<file path="config.mk">
export PLATFORM = sky130hd
export DESIGN_NAME = bcd_stopwatch_ctrl
export DESIGN_NICKNAME = d
export VERILOG_FILES = /design/src/rtl/bcd_stopwatch_ctrl.sv
export SDC_FILE = /design/constraint.sdc
export NUM_CORES = 1
export LEC_CHECK = 0
export ABC_AREA = 1
export CORE_MARGIN = 5
export CORE_UTILIZATION = 54
export CTS_CLUSTER_SIZE = 8
export DETAILED_ROUTE_END_ITERATION = 7
export PLACE_DENSITY = 0.84
export SYNTH_ARGS = -nofsm -noshare
export SYNTH_HDL_FRONTEND = slang
export SYNTH_SLANG_ARGS = --single-unit
</file>
<file path="constraint.sdc">
create_clock -name clk -period 1.6 [get_ports clk]
set_input_delay 0.32 -clock clk [delete_from_list [all_inputs] [get_ports clk]]
set_output_delay 0.32 -clock clk [all_outputs]
set_load 0.02 [all_outputs]
</file>
<file path="src/rtl/bcd_stopwatch_ctrl.sv">
// Stopwatch sequencer: prescaled tick, rippled mod-10 digit chain,
// IDLE/RUN/PAUSE control and a lap-freeze display path.
module bcd_stopwatch_ctrl #(
  parameter int PRESCALE = 10,
  parameter int NDIGITS  = 4
) (
  input  logic                 clk,
  input  logic                 rst,
  input  logic                 start_stop,
  input  logic                 clear,
  input  logic                 lap,
  output logic [4*NDIGITS-1:0] count,
  output logic [4*NDIGITS-1:0] display,
  output logic                 tick,
  output logic                 running,
  output logic                 lap_active,
  output logic                 overflow,
  output logic                 carry
);

  localparam int PW = $clog2(PRESCALE);

  localparam logic [1:0] S_IDLE  = 2'd0;
  localparam logic [1:0] S_RUN   = 2'd1;
  localparam logic [1:0] S_PAUSE = 2'd2;

  logic [1:0]           state;
  logic [PW-1:0]        psc;
  logic [4*NDIGITS-1:0] lap_reg;
  logic [NDIGITS-1:0]   nines_below;

  // nines_below[k] is set when every digit below k reads 9, i.e. digit k may advance.
  always_comb begin
    logic acc;
    acc         = 1'b1;
    nines_below = '0;
    for (int k = 0; k < NDIGITS; k++) begin
      nines_below[k] = acc;
      acc            = acc & (count[4*k +: 4] == 4'd9);
    end
    carry = acc;
  end

  assign running = (state == S_RUN);
  assign display = lap_active ? lap_reg : count;

  always_ff @(posedge clk) begin
    if (!rst) begin
      state      <= S_IDLE;
      psc        <= '0;
      tick       <= 1'b0;
      count      <= '0;
      lap_reg    <= '0;
      lap_active <= 1'b0;
      overflow   <= 1'b0;
    end else if (clear) begin
      state      <= S_IDLE;
      psc        <= '0;
      tick       <= 1'b0;
      count      <= '0;
      lap_reg    <= '0;
      lap_active <= 1'b0;
      overflow   <= 1'b0;
    end else begin
      tick <= 1'b0;
      // The prescaler does not advance on the cycle that pauses, so the phase resumes intact.
      if (state == S_RUN && !start_stop) begin
        if (psc == PW'(PRESCALE - 1)) begin
          psc  <= '0;
          tick <= 1'b1;
        end else begin
          psc <= psc + 1'b1;
        end
      end

      if (tick) begin
        for (int k = 0; k < NDIGITS; k++) begin
          if (nines_below[k]) begin
            count[4*k +: 4] <= (count[4*k +: 4] == 4'd9) ? 4'd0 : count[4*k +: 4] + 4'd1;
          end
        end
        if (carry) begin
          overflow <= 1'b1;
        end
      end

      if (start_stop) begin
        state <= (state == S_RUN) ? S_PAUSE : S_RUN;
      end

      if (lap && state != S_IDLE) begin
        if (!lap_active) begin
          lap_reg <= count;
        end
        lap_active <= !lap_active;
      end
    end
  end

endmodule

</file>
==> CHANGELOG.md, run 1 <==
## Implementation

- Status: complete, but fails checks
- Failing checks: setup timing
- CTS sink count: 41
- Post-DRT Antenna Nets: 0
- Crit path to: carry
- Global-route wire length before repair: 9060 um
- Top pwr grp: sequential cells
- Worst Hold Path EP: overflow
- Synthesized net count: roughly 300
- Pwr dens: 646 nW/um2
- Clk power: 0.000753 W
- # rows: 22
- # port buffers: between 40 and 50
- Post-route setup slack: -0.0537 ns
- WHS Path Cells: 2
- Synthesized area: 2020 um2
- R2r setup slk: 0.15 ns
- Area grow syn2layout: 44.7%
- Total GRT Usage: 0.220
- Setup violators final: 1
- Final WL: just over 6000 um
## run 1: final cells by class
| cell class | instances | area [um2] | share of cell area |
|---|---|---|---|
| sequential | 41 | 830 | 0.284 |
| inverter | 33 | 124 | 0.0423 |
| clock inverter | 1 | 5.00 | 0.00171 |
| tap | 48 | 60.1 | 0.0205 |
| multi-input combinational | 209 | 1070 | 0.367 |
| timing repair buffer | 89 | 737 | 0.252 |
| clock buffer | 7 | 96.3 | 0.0329 |
## run 1: layer usage
metal | share of wire | global-route usage | vias to the layer above
met4 | 0.020 | 0.0668 | 0
met3 | 0.046 | 0.0511 | 15
met5 | 0 | 0 | -
met2 | 0.52 | 0.382 | 63
met1 | 0.41 | 0.270 | 1043
li1 | - | - | 1109
## run 1: cells by family (layout without fill, tap and decap cells)
| family | count (synthesis) | after routing | share of synthesized area |
|---|---|---|---|
| AND/OR/NAND/NOR | 149 | 149 | 0.355 |
| AND-OR/OR-AND | 58 | 58 | 0.147 |
| buffers and inverters | 42 | 130 | 0.0829 |
| flip-flops | 41 | 41 | 0.406 |
| XOR/XNOR | 1 | 1 | 0.00433 |
| multiplexers | 1 | 1 | 0.00557 |
## run 1: cell usage in the layout, fill, tap and decap left out, types with 2 or more instances in the layout
cell type / instances
nor2_1: 51
nand2_1: 50
buf_4: 49
dfxtp_1: 36
o21ai_0: 27
inv_1: 24
dlygate4sd2_1: 17
o21ai_1: 15
a21oi_1: 13
buf_2: 11
nand3_1: 10
inv_2: 8
nand2_2: 7
nor2_4: 7
clkbuf_8: 7
nor2_2: 6
nor3_1: 5
nand4_1: 5
clkdlybuf4s50_1: 5
dfxtp_2: 4
nand2_4: 3
o21ai_2: 2
clkbuf_16: 2
buf_6: 2
## run 1: critical path, cell delays in order, from the launching register on
cell	delay, ns
dfxtp_1	0.38
nand2_2	0.10
nor2_4	0.12
nand2_4	0.07
nor4_4	0.20
buf_4	0.18
## run 1: cells in the mapped netlist
| cell | instances | area, um2 |
|---|---|---|
| o21ai_1 | 3 | 15.0 |
| nand2_2 | 6 | 37.5 |
| nand2_1 | 52 | 195 |
| xor2_1 | 1 | 8.76 |
| nor2_8 | 1 | 20.0 |
| o21ai_0 | 40 | 200 |
| a21oi_1 | 13 | 65.1 |
| mux2_2 | 1 | 11.3 |
| inv_2 | 7 | 26.3 |
| nor4_1 | 1 | 6.26 |
| o21a_1 | 1 | 7.51 |
| nor2_2 | 5 | 31.3 |
| clkbuf_2 | 1 | 5.00 |
| or2_2 | 1 | 6.26 |
| nand3_1 | 11 | 55.1 |
| inv_1 | 25 | 93.8 |
| nor2_4 | 7 | 78.8 |
| nand2_4 | 2 | 22.5 |
| o21ai_2 | 1 | 8.76 |
| nand4_2 | 1 | 12.5 |
| nand4_1 | 5 | 31.3 |
| clkbuf_1 | 1 | 3.75 |
| nor3_1 | 5 | 25.0 |
| clkinv_1 | 1 | 3.75 |
| dfxtp_1 | 41 | 821 |
| buf_2 | 7 | 35.0 |
| nor2_1 | 52 | 195 |
## run 1: timing repair
item / in CTS / in global routing
setup endpoints to repair: 35 / 16
buffers inserted: 0 / 3
pin swaps: 1 / 6
resized: 107 / 31
gates cloned: 0 / 2
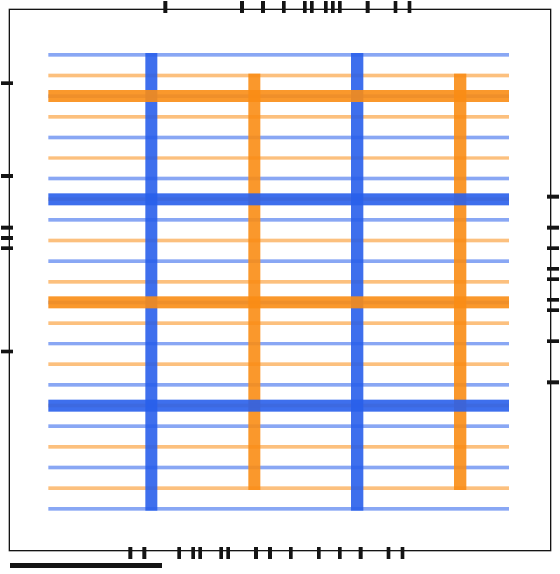
(run_1/pdn.png)
Bar = 20 um. Pins as bars on the die edge.
Blue shows VSS. Orange shows VDD.
23 met1 rails follow the rows. 4 straps on met4. 42 signal pins sit on the boundary.
Die W: 71.2 um
die height: 71.2 um
core area: 3630 um2

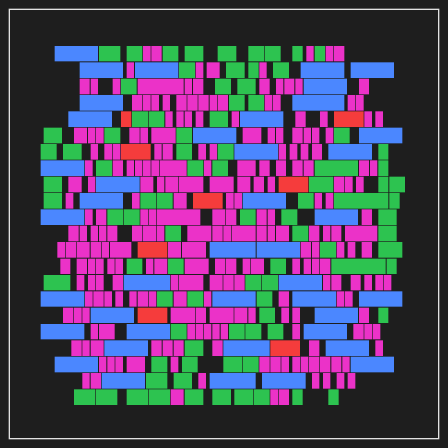
(run_1/cell_classes.png)
Magenta shows all other logic, cells 242. Red shows clock drivers and dummy loads, cells 8. Blue shows flip-flops, cells 41. Green shows other buffers and delay cells, cells 89.

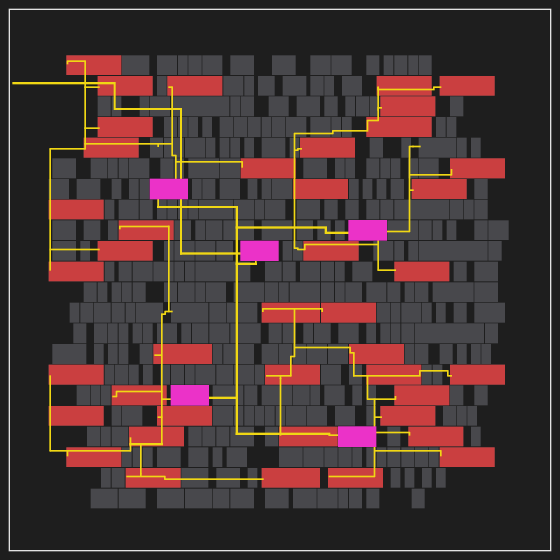
(run_1/clock_map.png)
Red shows flip-flops, count 41. Magenta shows cells driving clock nets, count 5. Yellow shows clock wires, length 503 um.
There are 6 routed clock nets. Position of the flops: all over the die.

==> run 1 -> run 2 <==
Settings changed: GPL_ROUTABILITY_DRIVEN from default to 0.
==> run 2 against run 1 <==
Effect of this change: the flow still finishes with violations (setup timing); cell count unchanged; maximum frequency is the same; largest power group unchanged; non-clock buffer count did not move; power unchanged; sequential share of layout area unchanged; wire length unchanged; critical path type unchanged; clock power is essentially flat; via count is the same.
==> CHANGELOG.md, run 2 <==
## Implementation

- Biggest area consumer among synthesized cells: dfxtp_1
- Area grow syn2layout: 44.7% (unchanged)
- Setup violators final: 1 (unchanged)
- Largest type area fraction: 0.406 (unchanged)
- Failing checks: setup timing
- Worst Hold Path EP: overflow
- Synthesized area: 2020 um2 (unchanged)
- Crit path largest cell delay: 0.38 ns (about the same)
- CTS sink count: 41 (unchanged)
- Synthesized net count: 297 (unchanged)
- Post-DRT Antenna Nets: 0 (unchanged)
- Final WL: 6040 um (unchanged)
- Ys flop type: dfxtp_1
- MUX area fraction: 0.00557 (unchanged)
- Simple-Gate Fraction of Synth Area: 0.355 (unchanged)
- Core area: 3630 um2 (unchanged)
- AO/OA Area Share: 0.147 (unchanged)
- Fraction of registers with async set or reset after synthesis: 0 (unchanged)
- Global-route wire length before repair: 9060 um (unchanged)
- Die W: 71.2 um (unchanged)
- Die height: 71.2 um (unchanged)
- EDFF count, synth: 0 (unchanged)
- Max stage delay cell, worst path: dfxtp_1
- Post-route setup slack: -0.0537 ns (unchanged)
- Commonest cells in the netlist: 52 x nand2_1, 52 x nor2_1, 41 x dfxtp_1
- Status: complete, but fails checks
- Total GRT Usage: 0.220 (unchanged)
- # port buffers: 41 (unchanged)
- Adder share: 0 (unchanged)
- Crit-path cells: nand2_2 > nor2_4 > nand2_4 > nor4_4 > buf_4
- Main area contributors: dfxtp_1 41%, o21ai_0 9.9%, nand2_1 9.7%
## run 2: cell counts after synthesis
No cell type changed its count.
## run 2: worst max path at each step
stage	cells after the start	slack [ns]	endpoint
after floorplan	4	0.08	carry
after global placement	5	-0.23	carry
after detailed placement	5	-0.25	carry
after CTS	5	-0.05	carry
after global routing	6	-0.12	carry
final	5	-0.05	carry
## run 2: cell type report
| cell class | instances | area, um2 |
|---|---|---|
| tap | 48 | 60.1 |
| timing repair buffer | 89 | 737 |
| clock buffer | 7 | 96.3 |
| sequential | 41 | 830 |
| inverter | 33 | 124 |
| fill | 252 | 708 |
| clock inverter | 1 | 5.00 |
| multi-input combinational | 209 | 1070 |
## run 2: worst max-delay path, delay by kind of cell, from the launching register on
kind	cells	cell delay, ns
flip-flops	1	0.38
AND/OR/NAND/NOR	4	0.49
buffers and inverters	1	0.18
## run 2: per-layer routing
metal | track usage | routed length [um] | vias to the layer above
li1 | - | - | 1109
met1 | 0.270 | 2480 | 1043
met2 | 0.382 | 3160 | 63
met3 | 0.0511 | 279 | 15
met4 | 0.0668 | 119 | 0
met5 | 0 | 0 | -
## run 2: report_power, final
part	switching [W]	internal (W)	leakage (nW)
registers	0.00000675	0.00103	0.334
clock network	0.000363	0.000390	0.0542
logic	0.0000616	0.0000393	0.966
total	0.000431	0.00146	1.35
## run 2: logic make-up after synthesis
kind of cell / Yosys count
AOI/OAI and AO/OA: 58
xor gates and xnor gates: 1
buffers and inverters: 42
DFF: 41
muxes: 1
and+or+nand+nor: 149
## run 2: metrics by stage
step / setup slack (ns) / util / cell area (um2)
floorplan: 0.0780 / - / 2040
global placement: -0.227 / 0.770 / 2800
detailed placement: -0.248 / 0.770 / 2800
CTS: -0.0547 / 0.779 / 2830
global route: -0.123 / 0.805 / 2930
finish: -0.0537 / 0.805 / 2930
## run 2: what timing repair did
item | in CTS | in global routing
gates cloned | 0 | 2
setup endpoints to repair | 35 | 16
resized | 107 | 31
setup buffers | 0 | 3
pin swaps | 1 | 6
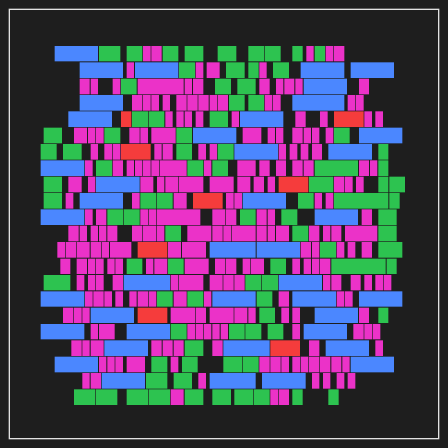
(run_2/cell_classes.png)
Magenta shows all other logic, cells 242. Blue shows flip-flops, cells 41. Red shows clock drivers and dummy loads, cells 8. Green shows other buffers and delay cells, cells 89.
sequential share of cell area: 0.284
# rows: 22
Finished Cell Area: 2930 um2
final core utilization: 0.805

Power is estimated from default activity; no workload was simulated.
